ff_map.png
(6 px per µm) Other sequential cells in the stronger gray, the rest of the logic in the fainter gray.
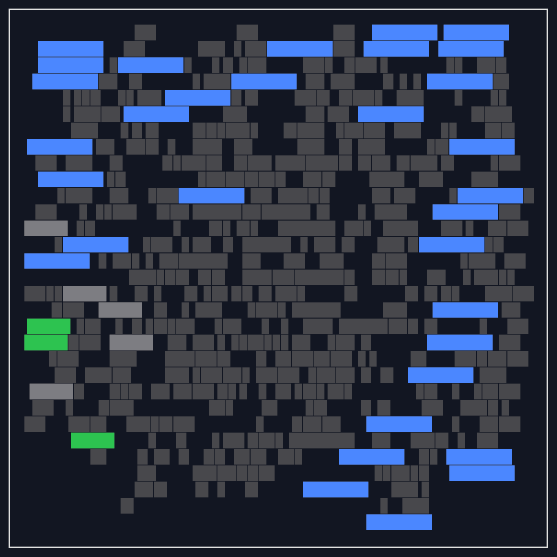
closeup.png
Window x 25 to 65, y 43 to 83 µm. Cells in gray, sequential cells in the stronger gray; small squares are vias.
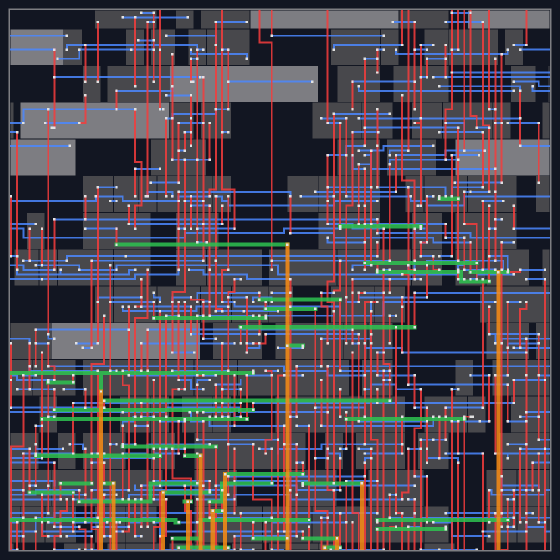
congestion_map.png
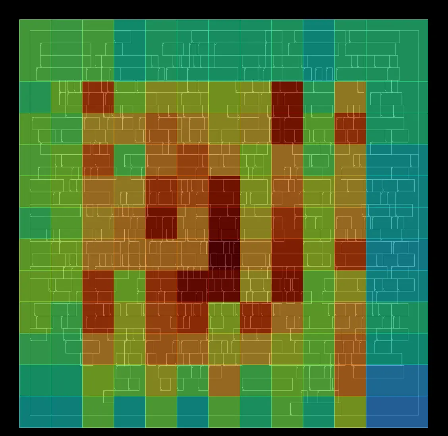
gates.png
(6 px per µm)
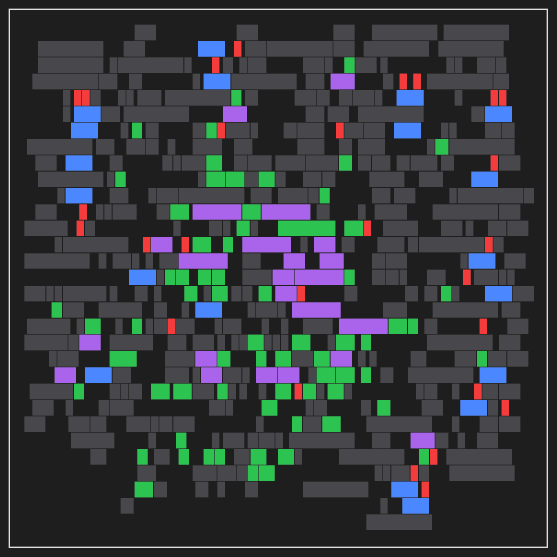
**src/rtl/trd_fetch_sched.sv**
```systemverilog
// Round-robin fetch scheduler for the barrel pipeline: each cycle picks the
// thread to fetch from the runnable mask and masks threads in miss back-off.
module trd_fetch_sched #(
  parameter int NTRD      = 8,
  parameter int BLOCK_CYC = 4,
  localparam int TW       = $clog2(NTRD)
) (
  input  logic            clk,
  input  logic            rst,
  input  logic [NTRD-1:0] run_trd,
  input  logic            stall,
  input  logic            i_miss,
  input  logic [TW-1:0]   i_miss_trd,
  input  logic            d_miss,
  input  logic [TW-1:0]   d_miss_trd,
  output logic [TW-1:0]   trd_if,
  output logic            trd_if_vld,
  output logic [NTRD-1:0] blocked,
  output logic            all_blocked
);

  // Handshake: trd_if_vld=1 marks trd_if as a real issue slot for that cycle;
  // there is no back-pressure other than stall, which freezes the selection.

  logic [3:0]      blk_cnt [NTRD];
  logic [TW-1:0]   rr_ptr;
  logic [NTRD-1:0] hit;
  logic [NTRD-1:0] elig;
  logic [TW-1:0]   grant;
  logic            grant_vld;
  logic [TW-1:0]   idx;

  always_comb begin
    hit     = '0;
    elig    = '0;
    blocked = '0;
    for (int k = 0; k < NTRD; k++) begin
      hit[k]     = (i_miss && (i_miss_trd == TW'(k))) || (d_miss && (d_miss_trd == TW'(k)));
      elig[k]    = run_trd[k] && (blk_cnt[k] == 4'd0) && !hit[k];
      blocked[k] = (blk_cnt[k] != 4'd0);
    end
  end

  // Search starts at rr_ptr and wraps; first eligible thread wins.
  always_comb begin
    grant     = '0;
    grant_vld = 1'b0;
    idx       = '0;
    for (int i = 0; i < NTRD; i++) begin
      idx = rr_ptr + TW'(i);
      if (!grant_vld && elig[idx]) begin
        grant     = idx;
        grant_vld = 1'b1;
      end
    end
  end

  always_ff @(posedge clk) begin
    if (rst) begin
      trd_if      <= '0;
      trd_if_vld  <= 1'b0;
      rr_ptr      <= '0;
      all_blocked <= 1'b0;
    end else if (!stall) begin
      all_blocked <= (run_trd != '0) && !grant_vld;
      trd_if_vld  <= grant_vld;
      if (grant_vld) begin
        trd_if <= grant;
        rr_ptr <= grant + TW'(1);
      end
    end
  end

  // Back-off counters keep running through stalls so the window is wall-clock.
  always_ff @(posedge clk) begin
    for (int k = 0; k < NTRD; k++) begin
      if (rst || !run_trd[k]) begin
        blk_cnt[k] <= 4'd0;
      end else if (hit[k]) begin
        blk_cnt[k] <= 4'(BLOCK_CYC);
      end else if (blk_cnt[k] != 4'd0) begin
        blk_cnt[k] <= blk_cnt[k] - 4'd1;
      end
    end
  end

endmodule

```
**config.mk**
```make
export PLATFORM = sky130hd
export DESIGN_NAME = trd_fetch_sched
export DESIGN_NICKNAME = d
export VERILOG_FILES = /design/src/rtl/trd_fetch_sched.sv
export SDC_FILE = /design/constraint.sdc
export NUM_CORES = 1
export LEC_CHECK = 0
export CAP_MARGIN = 20
export CORE_MARGIN = 2
export CORE_UTILIZATION = 51
export CTS_BUF_LIST = sky130_fd_sc_hd__clkbuf_4 sky130_fd_sc_hd__clkbuf_8
export DETAILED_ROUTE_END_ITERATION = 10
export GPL_TIMING_DRIVEN = 0
export MAX_ROUTING_LAYER = met4
export PLACE_DENSITY_LB_ADDON = 0.15
export SYNTH_ARGS = -nofsm -noshare
export SYNTH_HDL_FRONTEND = slang
export SYNTH_SLANG_ARGS = --single-unit
```
**constraint.sdc**
```tcl
create_clock -name clk -period 11.1 [get_ports clk]
set_input_delay 2.22 -clock clk [delete_from_list [all_inputs] [get_ports clk]]
set_output_delay 2.22 -clock clk [all_outputs]
set_load 0.05 [all_outputs]
```
==> results.sh <==
# flow metrics
export IMPL_area_leaders="edfxtp_1 26%, ha_1 6.4%, nor2_1 5.7%, dfxtp_1 4.3%, mux4_2 4.2%"
export IMPL_status="complete, no violations"
export IMPL_final_layout_size_suffix_gt1_frac=0.0938
export IMPL_startpoint_type="input pin"
export IMPL_hold_depth=2
export IMPL_io_pins=32
export IMPL_critPathRequiredTime_ps=11320
export IMPL_synthDistinctLibCells=77
export IMPL_cts_sinks=40
export IMPL_top_area_frac=0.258
export IMPL_r2r_cells=17
export IMPL_rsz0062_at_grt="false"
export IMPL_layout_min_cycle_time_ps=5960
export IMPL_grt_pass1_vias=3182
export IMPL_vias=3466
export IMPL_fp_row_count=31
export IMPL_die_area_mm2=0.00800
export IMPL_warning_count=35
export IMPL_drt_iter0_markers=351
export IMPL_antenna_found_initial=0
export IMPL_die_w_um=89.4
export IMPL_cts_hold_fix_buffers=0
export IMPL_critPathArrivalTime_ps=6180
## Picture notes: ff_map.png
legend:
  green:
    signal: trd_if
    flops: 3
  blue:
    signal: blk_cnt
    flops: 32
    where: spread over the die
Seq. cell area: 0.00112 mm²
Seq/total area: 0.263
Layout Utilization: 0.595

## Picture notes: closeup.png
legend:
  red:
    layer: M2
  green:
    layer: M3
  orange:
    layer: M4
  blue:
    layer: M1
most frequent: nor2_1 (9)
cells with their middle in the window: 120
sequential cells in the window: 6
netlist names of flops here include: blk_cnt (6)

## Picture notes: congestion_map.png
M3 GR Usage: 0.0425
Routed wire per std cell: 17.9 µm

## Picture notes: gates.png
legend:
  purple:
    family: mux cells
    cells: 23
    most_used: mux2i_1
    where: center
  red:
    family: inv cells
    cells: 27
    most_used: inv_1
    where: spread over the die
  blue:
    family: fa/ha/maj cells
    cells: 19
    most_used: ha_1
    where: spread over the die
  green:
    family: aoi and oai cells
    cells: 68
    most_used: a21oi_1

cell usage in the layout (no fill, tap or decap), types with 6 or more instances in the layout:
cell,synthesis,final
a21oi_1,16,16
xor2_1,6,6
mux4_2,7,7
ha_1,19,19
clkdlybuf4s50_1,0,30
clkbuf_8,0,6
nor2_1,57,57
nand2b_1,18,18
nand4_1,6,6
dfxtp_1,8,8
nand2_1,26,26
xnor2_1,11,11
nor3_1,16,16
inv_1,25,25
mux2i_1,12,12
clkbuf_1,10,10
o22ai_1,8,8
nand4b_1,10,10
o21ai_0,11,11
edfxtp_1,32,32
worst max-delay path: stages:
cell             delay (ps)
clkdlybuf4s50_1         610
and4bb_4                300
nor3_1                  760
mux2i_1                 320
mux4_2                  620
o21a_1                  210
a211oi_1                240
o211ai_1                130
a21o_1                  220
ha_1                    210
xnor2_1                 130
a211oi_2                200
per-layer routing:
layer  track usage  up-vias
met3        0.0425       36
met2         0.410      157
met1         0.327     1642
li1              -     1631
met4        0.0909        0
met5             -        -
registers in the layout, indices dropped and copies added (netlist names):
name	flops
all_blocked	1
blk_cnt	32
rr_ptr	3
trd_if	3
trd_if_vld	1
cell families after synthesis:
kind of cell	count (synthesis)	share of synthesized area
and+or+nand+nor	189	0.304
AOI/OAI and AO/OA	82	0.161
buffers and inverters	40	0.0427
DFF	40	0.301
muxes	23	0.0867
adders and majority gates	19	0.0639
xor gates and xnor gates	17	0.0400
area by class of cell:
type / instances / area [µm²]
Sequential cell: 40 / 1120
Clock buffer: 6 / 82.6
Fill cell: 653 / 2910
Buffer: 13 / 57.6
Multi-Input combinational cell: 330 / 2440
Inverter: 27 / 101
Tap cell: 99 / 124
Clock inverter: 2 / 38.8
Timing Repair Buffer: 30 / 300
path summary, 6_finish.rpt:
path                                  from                        to  slack, ps
setup / recovery             d_miss_trd[2]    rr_ptr[2]$_SDFFE_PP0P_       5140
hold / removal    all_blocked$_SDFFE_PP0N_  all_blocked$_SDFFE_PP0N_        460
setup reg to reg    rr_ptr[0]$_SDFFE_PP0P_    rr_ptr[2]$_SDFFE_PP0P_       6340
hold reg to reg   all_blocked$_SDFFE_PP0N_  all_blocked$_SDFFE_PP0N_        460
stage by stage:
| stage | hold slack (ps) | std cells | utilization | cell area [µm²] |
|---|---|---|---|---|
| global route | 481 | 547 | 0.595 | 4270 |
| finish | 461 | 547 | 0.595 | 4270 |
| global placement | 444 | 539 | 0.578 | 4150 |
| detailed placement | 451 | 539 | 0.578 | 4150 |
| CTS | 469 | 547 | 0.595 | 4270 |
| floorplan | 553 | 410 | - | 3720 |
